$ cat src/rtl/loop_counter_if.sv
// loop_counter_if: control/status bundle between the modexp controller and
// loop_counter. The controller side uses modport master, the counter uses slave.
// Optional feature macro: LOOP_CNTR_PRESCALE_EN adds the prescale field.
//
// Handshake semantics: there is no valid/ready pair. start is a level request
// that the counter takes only while idle (busy=0); the accept is visible as busy
// rising on the following edge. abort is a level sampled on every clock while
// busy=1 and ignored otherwise. tc and done are single-cycle event strobes.
interface loop_counter_if #(
    parameter int CNTR_WIDTH     = 6,
    parameter int PRESCALE_WIDTH = 4
);
    logic                      start;
    logic                      abort;
    logic [CNTR_WIDTH-1:0]     start_val;
    logic [CNTR_WIDTH-1:0]     end_val;
    logic                      down;
    logic                      mode_wrap;
`ifdef LOOP_CNTR_PRESCALE_EN
    logic [PRESCALE_WIDTH-1:0] prescale;
`else
    // PRESCALE_WIDTH only sizes the prescale field; keep the parameter list
    // identical in both builds.
    if (PRESCALE_WIDTH < 1) begin : g_prescale_width_unused
    end
`endif
    logic                      busy;
    logic                      tc;
    logic                      done;
    logic [CNTR_WIDTH-1:0]     cntr_out;
    // Debug view of the counter FSM: 0 = IDLE, 1 = RUN.
    logic                      dbg_state;

    modport master (
        output start, abort, start_val, end_val, down, mode_wrap,
`ifdef LOOP_CNTR_PRESCALE_EN
        output prescale,
`endif
        input  busy, tc, done, cntr_out, dbg_state
    );

    modport slave (
        input  start, abort, start_val, end_val, down, mode_wrap,
`ifdef LOOP_CNTR_PRESCALE_EN
        input  prescale,
`endif
        output busy, tc, done, cntr_out, dbg_state
    );
endinterface

$ cat src/rtl/loop_counter.sv
// loop_counter: start/stop loop counter for the modular-exponentiation datapath.
// Loads a start value, steps up or down once per tick until it equals the
// terminal value, then either stops with done (one-shot) or reloads (wrap).
// All arithmetic is modulo 2^CNTR_WIDTH, so any terminal value is reachable.
// Optional feature macro: LOOP_CNTR_PRESCALE_EN - a tick happens every
// prescale+1 clocks in RUN instead of every clock.
module loop_counter #(
    parameter int CNTR_WIDTH     = 6,
    parameter int PRESCALE_WIDTH = 4
) (
    input  logic            clk,
    input  logic            rst,
    loop_counter_if.slave   bus
);

    typedef enum logic {
        S_IDLE = 1'b0,
        S_RUN  = 1'b1
    } state_t;

    localparam logic [CNTR_WIDTH-1:0] CNT_ONE = {{(CNTR_WIDTH-1){1'b0}}, 1'b1};

    state_t                r_state;
    logic [CNTR_WIDTH-1:0] r_cntr;
    logic [CNTR_WIDTH-1:0] r_start_lat;
    logic [CNTR_WIDTH-1:0] r_end_lat;
    logic                  r_down;
    logic                  r_wrap;
    logic                  r_busy;
    logic                  r_tc;
    logic                  r_done;

    logic                  w_tick;
    logic                  w_at_end;
    logic [CNTR_WIDTH-1:0] w_cntr_step;

    // Terminal compare and the next stepped value are pure functions of the
    // latched run configuration, never of the live inputs.
    assign w_at_end    = (r_cntr == r_end_lat);
    assign w_cntr_step = r_down ? (r_cntr - CNT_ONE) : (r_cntr + CNT_ONE);

`ifdef LOOP_CNTR_PRESCALE_EN
    logic [PRESCALE_WIDTH-1:0] r_ps_lat;
    logic [PRESCALE_WIDTH-1:0] r_ps_cnt;
    localparam logic [PRESCALE_WIDTH-1:0] PS_ONE = {{(PRESCALE_WIDTH-1){1'b0}}, 1'b1};

    // A tick fires when the prescale counter has run prescale+1 clocks.
    assign w_tick = (r_ps_cnt == r_ps_lat);

    // Prescale divider: restarts on accept, abort and every tick (which
    // covers the terminal reload), free-runs between ticks in RUN.
    always_ff @(posedge clk) begin
        if (rst) begin
            r_ps_lat <= '0;
            r_ps_cnt <= '0;
        end else begin
            case (r_state)
                S_IDLE: begin
                    if (bus.start) begin
                        r_ps_lat <= bus.prescale;
                        r_ps_cnt <= '0;
                    end
                end
                S_RUN: begin
                    if (bus.abort || w_tick) begin
                        r_ps_cnt <= '0;
                    end else begin
                        r_ps_cnt <= r_ps_cnt + PS_ONE;
                    end
                end
                default: r_ps_cnt <= '0;
            endcase
        end
    end
`else
    // Without a prescaler every RUN clock is a tick.
    assign w_tick = 1'b1;

    if (PRESCALE_WIDTH < 1) begin : g_prescale_width_unused
    end
`endif

    // Control FSM with registered outputs: accept in IDLE, then abort,
    // terminal handling and stepping in RUN, in that priority order.
    always_ff @(posedge clk) begin
        if (rst) begin
            r_state     <= S_IDLE;
            r_cntr      <= '0;
            r_start_lat <= '0;
            r_end_lat   <= '0;
            r_down      <= 1'b0;
            r_wrap      <= 1'b0;
            r_busy      <= 1'b0;
            r_tc        <= 1'b0;
            r_done      <= 1'b0;
        end else begin
            // Event strobes default low so they last exactly one clock.
            r_tc   <= 1'b0;
            r_done <= 1'b0;
            case (r_state)
                S_IDLE: begin
                    if (bus.start) begin
                        r_cntr      <= bus.start_val;
                        r_start_lat <= bus.start_val;
                        r_end_lat   <= bus.end_val;
                        r_down      <= bus.down;
                        r_wrap      <= bus.mode_wrap;
                        r_busy      <= 1'b1;
                        r_state     <= S_RUN;
                    end
                end
                S_RUN: begin
                    if (bus.abort) begin
                        // Stop where we are; the count is left visible.
                        r_busy  <= 1'b0;
                        r_state <= S_IDLE;
                    end else if (w_tick) begin
                        if (w_at_end) begin
                            r_tc <= 1'b1;
                            if (r_wrap) begin
                                r_cntr <= r_start_lat;
                            end else begin
                                r_done  <= 1'b1;
                                r_busy  <= 1'b0;
                                r_state <= S_IDLE;
                            end
                        end else begin
                            r_cntr <= w_cntr_step;
                        end
                    end
                end
                default: begin
                    r_busy  <= 1'b0;
                    r_state <= S_IDLE;
                end
            endcase
        end
    end

    assign bus.busy      = r_busy;
    assign bus.tc        = r_tc;
    assign bus.done      = r_done;
    assign bus.cntr_out  = r_cntr;
    assign bus.dbg_state = r_state;

endmodule

$ cat src/flat_wrapper.sv
// flat-port wrapper written by rule: the top's interface ports become plain ports
module loop_counter_flat 
#(
    parameter int CNTR_WIDTH     = 6,
    parameter int PRESCALE_WIDTH = 4
)
  (clk, rst, bus_start, bus_abort, bus_start_val, bus_end_val, bus_down, bus_mode_wrap, bus_busy, bus_tc, bus_done, bus_cntr_out, bus_dbg_state);
  loop_counter_if #(.CNTR_WIDTH(CNTR_WIDTH), .PRESCALE_WIDTH(PRESCALE_WIDTH)) bus_i ();
  input  logic clk;
  input  logic rst;
  input wire logic [$bits(bus_i.start)-1:0] bus_start;
  input wire logic [$bits(bus_i.abort)-1:0] bus_abort;
  input wire logic [$bits(bus_i.start_val)-1:0] bus_start_val;
  input wire logic [$bits(bus_i.end_val)-1:0] bus_end_val;
  input wire logic [$bits(bus_i.down)-1:0] bus_down;
  input wire logic [$bits(bus_i.mode_wrap)-1:0] bus_mode_wrap;
  output wire logic [$bits(bus_i.busy)-1:0] bus_busy;
  output wire logic [$bits(bus_i.tc)-1:0] bus_tc;
  output wire logic [$bits(bus_i.done)-1:0] bus_done;
  output wire logic [$bits(bus_i.cntr_out)-1:0] bus_cntr_out;
  output wire logic [$bits(bus_i.dbg_state)-1:0] bus_dbg_state;
  assign bus_i.start = bus_start;
  assign bus_i.abort = bus_abort;
  assign bus_i.start_val = bus_start_val;
  assign bus_i.end_val = bus_end_val;
  assign bus_i.down = bus_down;
  assign bus_i.mode_wrap = bus_mode_wrap;
  assign bus_busy = bus_i.busy;
  assign bus_tc = bus_i.tc;
  assign bus_done = bus_i.done;
  assign bus_cntr_out = bus_i.cntr_out;
  assign bus_dbg_state = bus_i.dbg_state;
  loop_counter #(.CNTR_WIDTH(CNTR_WIDTH), .PRESCALE_WIDTH(PRESCALE_WIDTH)) u_core (.clk(clk), .rst(rst), .bus(bus_i));
endmodule
$ cat config.mk
export PLATFORM = sky130hd
export DESIGN_NAME = loop_counter_flat
export DESIGN_NICKNAME = d
export VERILOG_FILES = /design/src/rtl/loop_counter_if.sv /design/src/rtl/loop_counter.sv /design/src/flat_wrapper.sv
export SDC_FILE = /design/constraint.sdc
export NUM_CORES = 1
export LEC_CHECK = 0
export CORE_ASPECT_RATIO = 1.25
export CORE_MARGIN = 2
export CORE_UTILIZATION = 53
export DETAILED_ROUTE_END_ITERATION = 16
export PLACE_DENSITY = 0.84
export SLEW_MARGIN = 20
export SYNTH_ARGS = -nofsm -noshare
export SYNTH_HDL_FRONTEND = slang
export SYNTH_SLANG_ARGS = --single-unit
$ cat constraint.sdc
create_clock -name clk -period 4 [get_ports clk]
set_clock_uncertainty 0.05 [all_clocks]
set_input_delay 1.2 -clock clk [delete_from_list [all_inputs] [get_ports clk]]
set_output_delay 1.2 -clock clk [all_outputs]
set_load 0.01 [all_outputs]
### Nets reached from selected ports, run 1

(4 px per um)
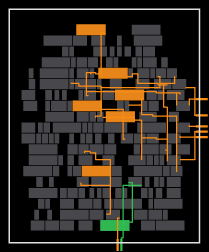
port	color	bits	direction	edge	end cells	buffers	wire
bus_cntr_out	orange	6	output	5 east, 1 south	6	6	262 um
bus_done	green	1	output	south	1	1	30.5 um

### Clock network drawn from the DEF, run 1

(6 px per um)
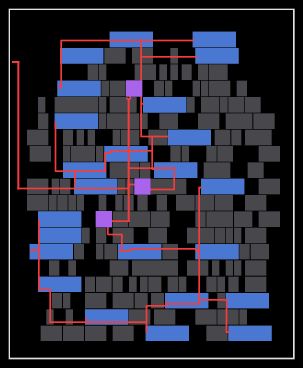
[flip-flops] blue | count: 24
[clock wires] red | length: 288 um
[clock drivers] purple | count: 3
routed clock nets	4
clock insertion delay at the later pin of the skew report: 0.32 ns
clock-net power: 104 uW
part of the power in the clock network: 17.1%

### Met3 routing, run 1

(8 px per um)
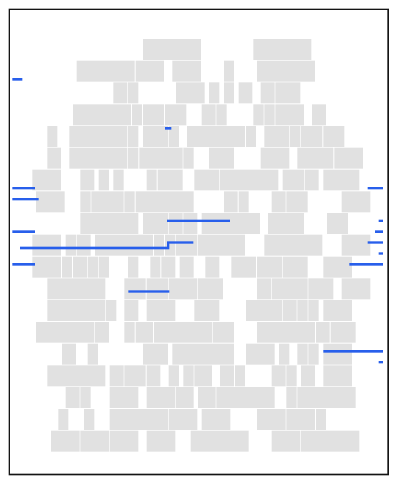
nets with wire on the layer	14
longest straight run	18.4 um

### Placement density heat map, run 1

(6 px per um) 9 x 12 tiles, from dark blue (low) to red (high), 0 to 100% covered.
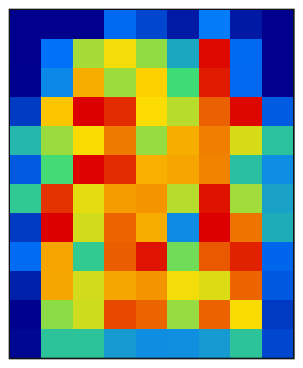
fullest tile	100%
mean over tiles	55%
nearly empty tiles	9.3%
emptiest ninth of the die	north-west
core region area: 0.002211 mm2
FP Core Util: 55.86%
final core occ: 69.67%

==> run summary, run 1 <==
run results: status complete, no violations, total grt overflow 0, DRC marker count from the first detailed-route iteration 21, hold crit path type flop to flop, cts repair resizes 0, PD cells 395.2 mW/mm2, worst path cell trace clkdlybuf4s50_1, Post-CTS Hold Buffers 0, power share of the combinational group a little over a third, Largest stage delay, worst path 0.65 ns, DRC violations left 0, crit path launch type flop, H-tree Lvls 1, post-synthesis cell area 0.001235 mm2, GP Congestion between 0.7 and 0.8, Crit. End Element primary output, Critical R2R Launch u_core.bus.cntr_out[0], Hold Slack between 0.4 and 0.5 ns, Fmax achieved 351.5 MHz, I/O pins 28, tool warnings 26, final setup vio count 0, DIE WIDTH approximately 47 um, post-synth cell types 35, Die H around 58 um, ys async rst share 0%, Worst Path Required between 2 and 3 ns, clk sink count 24, Least-Margin Pin Slew roughly 0.57 ns, global-route wire length before repair between 4000 and 5000 um, Seq pwr share between 40 and 50%, Nets between 150 and 200, Worst Setup Path Type flop to primary output, syn_nets 170, min-delay src u_core.r_start_lat[5], GRT Total Usage a little under a quarter, vias in the first global route 1,049, Post-Syn Area per Cell around 8.4 um2, CTS tree yes, crit path buf inv count 1, layout cells sized above 1 7.018%, EDFF count, synth 0, setup TNS 0 ns, DR WL/cell 13.05 um, CTS clk-pin slew, worst paths between 0.1 and 0.15 ns, fin crit share a little under three quarters, Cells after Synth between 100 and 150, Port Buffers 27, Reg2Reg Depth 6, WL final around 2600 um, Crit Path Max Fanout 15, die area between 0.002 and 0.003 mm2, Root Buffer clkbuf_4, Static Leakage between 0.0006 and 0.0007 uW, Sw Share approximately a third, min cycle time layout approximately 2.8 ns, register-to-register setup slack 1.63 ns, Inst Count DP 199, Max stage delay cell, worst path dfxtp_1, hold endpoint u_core.r_start_lat[5], VDD IR max about 0.32 mV, HPWL Detailed a little over 2000 um
## run 1: flip-flops by register name, summed over array words and instances (netlist names)
name,flops
u_core.r_start_lat,6
u_core.bus.cntr_out,6
u_core.bus.done,1
u_core.bus.busy,1
u_core.r_down,1
u_core.bus.dbg_state,1
u_core.bus.tc,1
u_core.r_wrap,1
u_core.r_end_lat,6
## run 1: area by class of cell
class	instances	area (um2)
multi-input combinational	108	686.9
tap	31	38.79
clock buffer	3	22.52
timing repair buffer	29	285.3
sequential	24	480.5
fill	191	670.6
inverter	7	26.28
## run 1: stage by stage
step           setup slack [ns]  cell area [um2]
5_1_grt                   1.098             1540
2_1_floorplan             1.697             1235
4_1_cts                   1.166             1540
6_report                  1.155             1540
3_5_place_dp              1.084             1518
3_3_place_gp              1.110             1518
## run 1: placed cells by master, fill, tap and decap left out, drive strengths merged, types with 4 or more instances in the layout
cell	synthesis	layout
a21oi	23	23
clkdlybuf4s50	0	27
dfxtp	24	24
ha	4	4
inv	7	7
nand2	33	33
nor2	6	6
o21ai	4	4
xnor2	7	7
xor2	4	4
## run 1: per-layer routing
metal  part of all wire [%]  GRT usage, %
met5                      0             0
met4                    1.6         7.937
met3                    2.3         4.050
met2                     50         38.36
met1                     46         29.05
## run 1: cells in the mapped netlist, types with 2 or more instances
cell | number | area [um2]
mux2i_1 | 2 | 20.02
inv_1 | 7 | 26.28
a211o_1 | 2 | 17.52
dfxtp_1 | 24 | 480.5
clkbuf_1 | 6 | 22.52
nor2_1 | 6 | 22.52
o21ai_0 | 3 | 15.01
o21bai_1 | 2 | 15.01
xor2_1 | 4 | 35.03
ha_1 | 4 | 50.05
a21o_1 | 2 | 15.01
nand3_1 | 2 | 10.01
xnor2_1 | 7 | 61.31
a21oi_1 | 22 | 110.1
nor2b_1 | 2 | 12.51
nand2_1 | 33 | 123.9
## run 1: cells by family after synthesis
| group | after synthesis | share of synthesized area, % |
|---|---|---|
| XOR/XNOR | 11 | 7.801 |
| AND-OR/OR-AND | 40 | 22.09 |
| AND/OR/NAND/NOR | 49 | 17.53 |
| adder cells (fa/ha/maj) | 5 | 5.674 |
| flip-flops | 24 | 38.91 |
| multiplexers | 3 | 2.533 |
| buffers and inverters | 15 | 5.472 |
## run 1: power by group through the flow
stage | clock network (uW) | logic, uW | registers (uW)
final | 104 | 213 | 291
after global routing | 114 | 239 | 295
after CTS | 107 | 214 | 291
after detailed placement | 0 | 214 | 297
after global placement | 0 | 207 | 295
after floorplan | 0 | 149 | 293
## run 1: how the worst max path moves through the flow
stage                         startpoint                      to  slack (ns)  cells past startpoint
global placement               bus_start  u_core.bus.cntr_out[5]        1.11                      6
global route        u_core.bus.dbg_state           bus_dbg_state        1.10                      1
floorplan                      bus_start  u_core.bus.cntr_out[1]        1.70                      6
detailed placement             bus_start  u_core.bus.cntr_out[5]        1.08                      6
finish              u_core.bus.dbg_state           bus_dbg_state        1.16                      1
CTS                 u_core.bus.dbg_state           bus_dbg_state        1.17                      1
### Track usage over the die, run 1

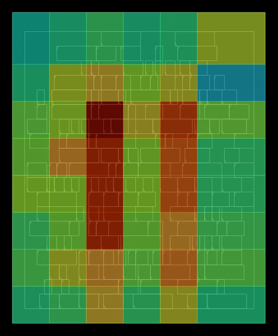

## Run 2: what changed since run 1
- CORE_UTILIZATION: 53 -> 44
- PLACE_DENSITY: 0.84 -> 0.74
- clock period: 4 -> 2.5 ns (I/O delays scaled with it)
### Track usage over the die, run 2

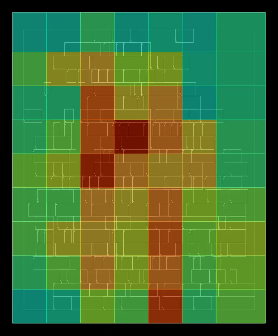
routing usage on met2: 34.29%
DR WL/cell: 13.37 um
M3 GR Usage: 3.318%

### Nets reached from selected ports, run 2

(4 px per um)
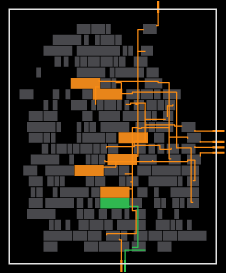
port	color	bits	direction	edge	end cells	buffers	wire
bus_done	green	1	output	south	1	1	21.8 um
bus_cntr_out	orange	6	output	4 east, 1 north, 1 south	6	6	300 um
I/O pins: 28
Port Buffers: 27

==> run summary, run 2 <==
run results: hold endpoint u_core.r_start_lat[5] (unchanged), Post-synth top cells 33 x nand2_1, 24 x dfxtp_1, 22 x a21oi_1 (unchanged), DRT antenna net count 0 (unchanged), CP delay by family, top buffers and inverters (was flip-flops), post-synthesis cell area 0.001235 mm2 (unchanged), RSZ-0062 raised after global routing no (unchanged), Worst Path Required 1.70 ns (was 2.75 ns), ys async rst share 0% (unchanged), tool warnings 26 (unchanged), HPWL Detailed 2215 um (was 2011 um), Area contributors post-synth dfxtp_1 39%, nand2_1 10%, a21oi_1 8.9% (unchanged), Post-Syn Area per Cell 8.401 um2 (unchanged), Critical R2R Capture u_core.bus.cntr_out[5] (unchanged), CTS clk-pin slew, worst paths 0.13 ns (was 0.12 ns), Max Cap Viol 0 (unchanged), fill cell total of the finished layout 256 (was 191), fin crit share 87.13%, Cells after Synth 147 (unchanged), min-delay src u_core.r_start_lat[5] (unchanged), register-to-register setup slack 0.44 ns (was 1.63 ns), Fmax achieved between 400 and 500 MHz, largest net degree at the start of global routing 16 (was 24), Crit Path Max Fanout 6 (was 15), Root Buffer clkbuf_4 (unchanged), clk sink count 24 (unchanged), FP Core Util 46.08% (was 55.86%), global-route wire length before repair 4823 um (was 4554 um), # Cells Yosys 147 (unchanged), top-count cell post-synth nand2_1 (unchanged), PD cells 690.5 mW/mm2 (was 395.2 mW/mm2), Nets 201 (was 196), DRC violations left 0 (unchanged), GRT busiest layer met2 (unchanged), DIE WIDTH 51.39 um (was 47.18 um), Largest stage delay, worst path 0.58 ns (was 0.65 ns), setup TNS 0 ns (unchanged), Die H 63.23 um (was 57.97 um), CTS Buf Count 3 (unchanged), crit path buf inv count 1 (unchanged), initial antenna violation count 0 (unchanged), worst path cell trace clkdlybuf4s50_1 (unchanged), vias in the first global route 1,123 (was 1,049), Max stage delay cell, worst path clkdlybuf4s50_1 (was dfxtp_1), YS chip area 0.001235 mm2 (unchanged), status complete, no violations (unchanged), hold crit path type flop to flop (unchanged), cts repair resizes 0 (unchanged), CTS tree yes (unchanged), Yosys top cell area share 38.91% (unchanged), total grt overflow 0 (unchanged), Post-CTS Hold Buffers 0 (unchanged), DR vias/cell 5.360 (was 5.297), Static Leakage 0.0006652 uW (was 0.0006273 uW), hold-critical path depth 2 (unchanged), Synth area leader dfxtp_1 (unchanged), Crit. End Element primary output (unchanged), EDFF count, synth 0 (unchanged), Critical R2R Launch u_core.r_down (was u_core.bus.cntr_out[0]), Inst Count DP 207 (was 199), crit path launch type flop (unchanged), GRT Total Usage 19.47% (was 23.00%), site row count 21 (was 19), DRC marker count from the first detailed-route iteration 11 (was 21), Least-Margin Pin Slew 0.3076 ns (was 0.5673 ns), H-tree Lvls 1 (unchanged), ANT cells 0 (unchanged), GR Util met1 22.21% (was 29.05%), dominant logic cell type in the layout nand2_1 (unchanged), post-synth cell types 35 (unchanged), die area 0.003249 mm2 (was 0.002735 mm2), syn_nets 170 (unchanged), clock insertion delay at the later pin of the skew report 0.32 ns (about the same), Worst Setup Path Type flop to primary output (unchanged), worst rel slew slack 79.22% (was 62.18%), layout cells sized above 1 10.17% (was 7.018%), Seq cells post-synth 24 (unchanged), GP Congestion 0.7765 (was 0.7917), VDD IR max 0.4077 mV (was 0.3171 mV), final setup vio count 0 (unchanged), WL final 2821 um (was 2636 um), Reg2Reg Depth 7 (was 6), min cycle time layout 2.178 ns, arrival time worst endpoint 1.38 ns (was 1.59 ns), core region area 0.002680 mm2 (was 0.002211 mm2), most frequent cells in the layout 33 x nand2_1, 27 x clkdlybuf4s50_1, 24 x dfxtp_1 (unchanged), vias after detailed routing 1,131 (was 1,070)
==> run 2: metrics by stage <==
stage / cell area (um2) / setup WS, ns / utilization, % / hold WS [ns] / power [uW]
2_1_floorplan: 1235 / 0.6469 / - / 0.3838 / 707.5
3_3_place_gp: 1559 / 0.2825 / 58.17 / 0.3937 / 826.0
5_1_grt: 1612 / 0.2872 / 60.13 / 0.4445 / 1178
6_report: 1612 / 0.3218 / 60.13 / 0.4235 / 1113
4_1_cts: 1612 / 0.3323 / 60.13 / 0.4233 / 1119
3_5_place_dp: 1559 / 0.1563 / 58.17 / 0.4040 / 839.2
==> run 2: cell families (layout without fill, tap and decap cells) <==
kind of cell	count (synthesis)	in the layout	synth area share, %
compound gates	40	40	22.09
xor+xnor	11	11	7.801
fa+ha+maj	5	5	5.674
buf+inv	15	45	5.472
flops	24	24	38.91
mux	3	3	2.533
simple gates	49	49	17.53
==> run 2: how the worst max path moves through the flow <==
stage | start | end | slack (ns) | cells past startpoint
after floorplan | bus_start | u_core.bus.cntr_out[1] | 0.65 | 6
after global placement | bus_start | u_core.bus.cntr_out[3] | 0.28 | 6
after detailed placement | bus_start | u_core.bus.cntr_out[0] | 0.16 | 5
after CTS | u_core.bus.cntr_out[0] | bus_cntr_out[0] | 0.33 | 1
after global routing | u_core.bus.cntr_out[0] | bus_cntr_out[0] | 0.29 | 1
final | u_core.bus.cntr_out[0] | bus_cntr_out[0] | 0.32 | 1
==> run 2: power by group <==
group | switching (uW) | internal (uW)
Combinational | 187 | 185
Sequential | 40.0 | 420
Clock | 118 | 162
Total | 345 | 768
==> run 2: area by class of cell <==
class | count | area, um2 | area share (%)
clock buffer | 3 | 22.52 | 1.398
clock inverter | 1 | 30.03 | 1.863
inverter | 7 | 26.28 | 1.630
multi-input combinational | 108 | 686.9 | 42.62
sequential | 24 | 480.5 | 29.81
tap | 34 | 42.54 | 2.640
timing repair buffer | 34 | 322.8 | 20.03
==> run 2: tightest hold or removal path: stages, from the launching register on <==
cell	delay, ns
dfxtp_1	0.34
nand2_1	0.05
a21oi_1	0.05
==> run 2: layer usage <==
metal,wire [um],share of wire (%)
met5,0,0
met4,73,2.6
met2,1437,51
met3,123,4.4
met1,1186,42
Power and IR drop assume default switching activity.
